`config.mk`:
```
export PLATFORM = sky130hd
export DESIGN_NAME = alu_arbiter
export DESIGN_NICKNAME = d
export VERILOG_FILES = /design/src/rtl/alu_arb_pkg.sv /design/src/rtl/rr_arbiter.sv /design/src/rtl/alu_arbiter.sv
export SDC_FILE = /design/constraint.sdc
export NUM_CORES = 1
export LEC_CHECK = 0
export CAP_MARGIN = 20
export CORE_AREA = 2 2 119 121
export DETAILED_ROUTE_END_ITERATION = 10
export DIE_AREA = 0 0 121 123
export PLACE_DENSITY = 0.66
export SYNTH_ARGS = -nofsm -noshare
export SYNTH_HDL_FRONTEND = slang
export SYNTH_HIERARCHICAL = 1
export SYNTH_SLANG_ARGS = --single-unit
```
`constraint.sdc`:
```
create_clock -name clk -period 3.3 [get_ports clk]
set_input_delay 0.66 -clock clk [delete_from_list [all_inputs] [get_ports clk]]
set_output_delay 0.66 -clock clk [all_outputs]
set_load 0.01 [all_outputs]
```
`src/rtl/alu_arb_pkg.sv`:
```
// Shared types and widths for the ALU arbiter: one request payload per requester.
package alu_arb_pkg;
  localparam int XLEN         = 32;
  localparam int ALUCTRL_W    = 4;
  localparam int BRANCHCTRL_W = 3;

  typedef struct packed {
    logic [XLEN-1:0]         srca;
    logic [XLEN-1:0]         srcb;
    logic [ALUCTRL_W-1:0]    aluctrl;
    logic [BRANCHCTRL_W-1:0] branchctrl;
  } alu_req_t;
endpackage

```
`src/rtl/rr_arbiter.sv`:
```
// Round-robin grant: first set request at or above ptr, wrapping modulo NUM_REQ.
module rr_arbiter #(
  parameter  int NUM_REQ = 2,
  localparam int ID_W    = $clog2(NUM_REQ)
) (
  input  logic [NUM_REQ-1:0] req,
  input  logic [ID_W-1:0]    ptr,
  input  logic               en,
  output logic [NUM_REQ-1:0] gnt,
  output logic [ID_W-1:0]    gnt_id
);
  int idx;

  // Walk offsets from farthest to nearest so the nearest set request wins.
  always_comb begin
    gnt    = '0;
    gnt_id = '0;
    idx    = 0;
    if (en) begin
      for (int i = NUM_REQ - 1; i >= 0; i--) begin
        idx = (int'(ptr) + i) % NUM_REQ;
        if (req[idx]) begin
          gnt      = '0;
          gnt[idx] = 1'b1;
          gnt_id   = ID_W'(idx);
        end
      end
    end
  end
endmodule

```
`src/rtl/alu_arbiter.sv`:
```
// Shares one combinational ALU among NUM_REQ requesters; result lands in a
// one-entry response register tagged with the winning requester ID.
module alu_arbiter
  import alu_arb_pkg::*;
#(
  parameter  int DATAWIDTH = XLEN,
  parameter  int NUM_REQ   = 2,
  localparam int ID_W      = $clog2(NUM_REQ)
) (
  input  logic                                  clk,
  input  logic                                  rst_n,
  input  logic [NUM_REQ-1:0]                    req_valid_i,
  output logic [NUM_REQ-1:0]                    req_ready_o,
  input  logic [NUM_REQ-1:0][DATAWIDTH-1:0]     req_srca_i,
  input  logic [NUM_REQ-1:0][DATAWIDTH-1:0]     req_srcb_i,
  input  logic [NUM_REQ-1:0][ALUCTRL_W-1:0]     req_aluctrl_i,
  input  logic [NUM_REQ-1:0][BRANCHCTRL_W-1:0]  req_branchctrl_i,
  output logic [DATAWIDTH-1:0]                  SrcA_o,
  output logic [DATAWIDTH-1:0]                  SrcB_o,
  output logic [ALUCTRL_W-1:0]                  ALUctrl_o,
  output logic [BRANCHCTRL_W-1:0]               BranchCtrl_o,
  input  logic [DATAWIDTH-1:0]                  ALUResult_i,
  input  logic                                  Branch_i,
  output logic                                  rsp_valid_o,
  input  logic                                  rsp_ready_i,
  output logic [ID_W-1:0]                       rsp_id_o,
  output logic [DATAWIDTH-1:0]                  rsp_result_o,
  output logic                                  rsp_branch_o,
  output logic [15:0]                           stall_cnt_o
);
  logic               acc_en, xfer;
  logic [NUM_REQ-1:0] gnt;
  logic [ID_W-1:0]    gnt_id, rr_ptr;
  alu_req_t           drv;

  // The response slot can take a new entry when empty or being drained.
  assign acc_en = !rsp_valid_o || rsp_ready_i;

  rr_arbiter #(.NUM_REQ(NUM_REQ)) u_rr (
    .req    (req_valid_i),
    .ptr    (rr_ptr),
    .en     (acc_en),
    .gnt    (gnt),
    .gnt_id (gnt_id)
  );

  assign req_ready_o = gnt;
  assign xfer        = |gnt;

  always_comb begin
    drv = '0;
    if (xfer) begin
      drv.srca       = XLEN'(req_srca_i[gnt_id]);
      drv.srcb       = XLEN'(req_srcb_i[gnt_id]);
      drv.aluctrl    = req_aluctrl_i[gnt_id];
      drv.branchctrl = req_branchctrl_i[gnt_id];
    end
  end

  assign SrcA_o       = DATAWIDTH'(drv.srca);
  assign SrcB_o       = DATAWIDTH'(drv.srcb);
  assign ALUctrl_o    = drv.aluctrl;
  assign BranchCtrl_o = drv.branchctrl;

  always_ff @(posedge clk or negedge rst_n) begin
    if (!rst_n) begin
      rsp_valid_o  <= 1'b0;
      rsp_id_o     <= '0;
      rsp_result_o <= '0;
      rsp_branch_o <= 1'b0;
      rr_ptr       <= '0;
      stall_cnt_o  <= '0;
    end else begin
      if (xfer) begin
        rsp_valid_o  <= 1'b1;
        rsp_id_o     <= gnt_id;
        rsp_result_o <= ALUResult_i;
        rsp_branch_o <= Branch_i;
        rr_ptr       <= (gnt_id == ID_W'(NUM_REQ - 1)) ? '0 : gnt_id + 1'b1;
      end else if (rsp_ready_i) begin
        rsp_valid_o  <= 1'b0;
      end
      if (|req_valid_i && !acc_en && stall_cnt_o != 16'hFFFF)
        stall_cnt_o <= stall_cnt_o + 16'd1;
    end
  end
endmodule

```
==> results_dict.tcl, run 1 <==
# metrics dict for downstream scripts
set metrics [dict create \
    crit_buf_inv 5 \
    status "complete, no violations" \
    power_leakage_nw 3.397 \
    grtUsageMet3 0.03598 \
    dr_wl_met2_um 7423 \
    yosysUniqueCellTypes 37 \
    pre_cts_ws_ns -0.1371 \
    setup_ws_ns 0.04495 \
    grt_pass1_vias 3835 \
    seq_power_share 0.267 \
    dieArea_mm2 0.01488 \
    cts_tree "yes" \
    post_dp_cell_area_mm2 0.006714 \
    critical_path_class "in -> out" \
    ys_sh_simple 0.1712 \
    lay_top_count "clkdlybuf4s50_1" \
    ys.flop_type "dfrtp_1" \
    r2r-start "rsp_valid_o$_DFFE_PN0P_" \
    met1_usage 0.2611 \
    place_hpwl_um 12510 \
    cp_max_fo 12 \
    instances_no_fill 837 \
    drv_slew 0 \
    period_used_share 0.9864 \
    critPathCapture "SrcB_o[6]" \
    dr_total_vias 3849 \
    cpMaxStageDelayCell "clkdlybuf4s50_1" \
    path_clk_slew_ns 0.07 \
    cp_slowest_stage_delay_ns 0.48 \
    warning_count 27 \
    top_layer_used "met4" \
    p_clk_frac 0.189 \
    muxShareOfSynthArea 0.3428 \
]
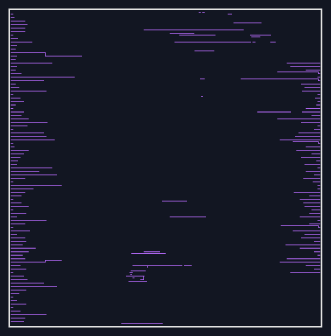
Fig. 1. Metal 3 (run 1).
nets with wire on the layer = 174
share of all routed wire = 7.9%
main direction = horizontal
wire length on this layer = 1200 um
longest straight run = 38.6 um

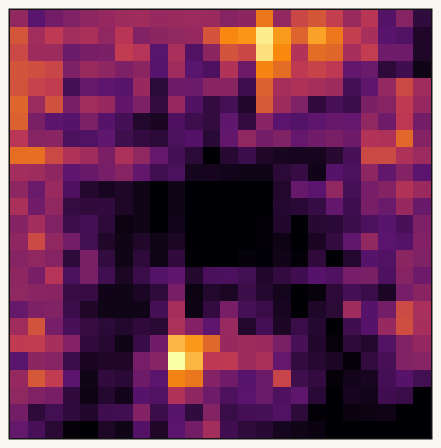
Fig. 2. Wiring heat map (run 1).
The die is cut into 24 by 25 equal tiles; black is low, pale yellow is high, scaled to the fullest tile. Values are wire area over tile area, all layers added.
tiles over half the peak = 11%
nearly empty tiles = 9.0%
mean over tiles = 0.16
fullest tile = 0.62
emptiest ninth of the die = centre

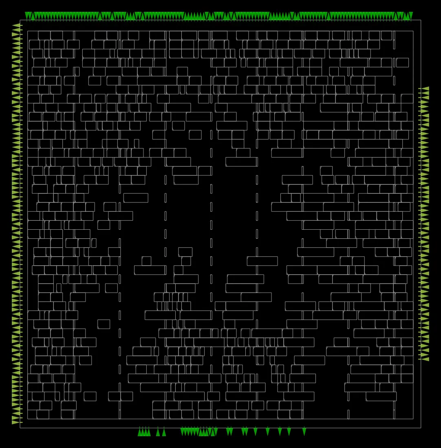
Fig. 3. Placement view (run 1).
seq_cells: 52
final core utilization: 0.5270

Fig. 4: run 1, wires at chosen ports, followed through buffers
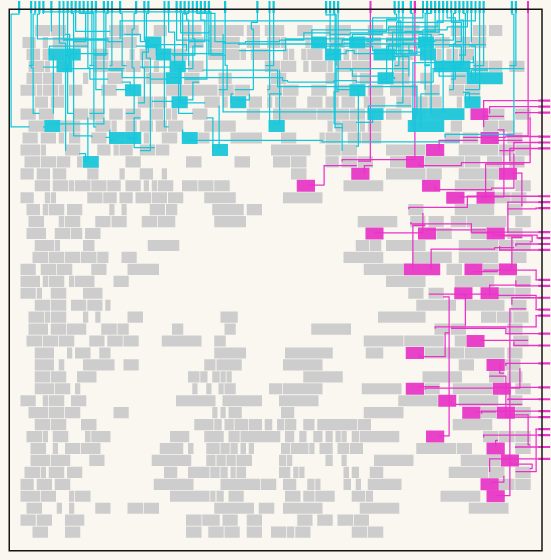

--- run 2 (diff from run 1) ---
--- a/config.mk
+++ b/config.mk
@@ -9,7 +9,9 @@
 export CORE_AREA = 2 2 119 121
 export DETAILED_ROUTE_END_ITERATION = 10
 export DIE_AREA = 0 0 121 123
+export GPL_ROUTABILITY_DRIVEN = 1
 export PLACE_DENSITY = 0.66
+export RECOVER_POWER = 50
 export SYNTH_ARGS = -nofsm -noshare
 export SYNTH_HDL_FRONTEND = slang
 export SYNTH_HIERARCHICAL = 1
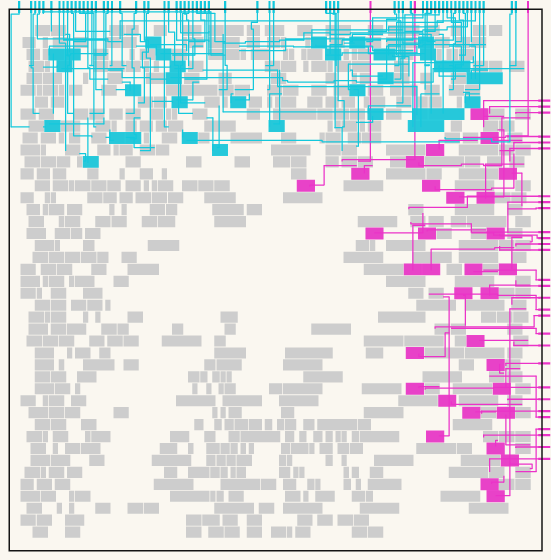
Fig. 5. Wires at chosen ports, followed through buffers (run 2).
cyan -> req_srcb_i  # bits 64, direction input, end cells 32, buffers 64, wire 2330 um
magenta -> ALUResult_i  # bits 32, direction input, end cells 32, buffers 32, wire 991 um

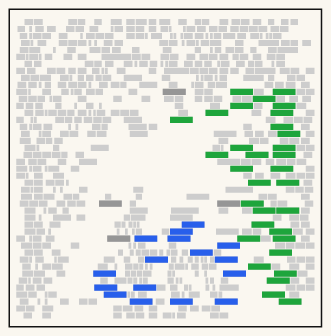
Fig. 6. Sequential cells grouped by signal name (run 2).
Other sequential cells in the stronger grey, the rest of the logic in the fainter grey.
blue -> stall_cnt_o  # placed flops 16, where bottom centre
green -> rsp_result_o  # placed flops 32
not coloured = 4

==> run 2 against run 1 <==
Compared with the run above:
- the run now ends with max-capacitance violations, max-slew violations left
- sequential cell count unchanged
- global-route usage unchanged
- first-iteration DRC count up 8.4%
- area after synthesis unchanged
- critical endpoint unchanged
- largest cell class unchanged
- highest routed layer unchanged
==> results_dict.tcl, run 2 <==
# metrics dict for downstream scripts
set metrics [dict create \
    crit_buf_inv 5 \
    place_hpwl_um 12510 \
    cpMaxStageDelayCell "clkdlybuf4s50_1" \
    p_clk_frac 0.194 \
    grt_pass1_vias 3835 \
    r2r-start "rsp_valid_o$_DFFE_PN0P_" \
    postLayoutCoreUtil 0.5252 \
    violations "max-capacitance violations, max-slew violations" \
    grtUsageMet3 0.03598 \
    drv_cap 1 \
    nFlopsAndLatches 52 \
    pre_cts_ws_ns -0.1371 \
    cp_max_fo 12 \
    top_layer_used "met4" \
    post_dp_cell_area_mm2 0.006714 \
    dr_wl_met2_um 7423 \
    ys.flop_type "dfrtp_1" \
    lay_top_count "clkdlybuf4s50_1" \
    status "complete, but fails checks" \
    yosysUniqueCellTypes 37 \
    cts_tree "yes" \
    path_clk_slew_ns 0.07 \
    power_leakage_nw 3.435 \
    seq_power_share 0.271 \
    period_used_share 0.9852 \
    instances_no_fill 837 \
    cp_slowest_stage_delay_ns 0.48 \
    critPathCapture "SrcB_o[6]" \
    drv_slew 31 \
    setup_ws_ns 0.04887 \
    muxShareOfSynthArea 0.3428 \
    ys_sh_simple 0.1712 \
    dieArea_mm2 0.01488 \
    met1_usage 0.2611 \
    critical_path_class "in -> out" \
]
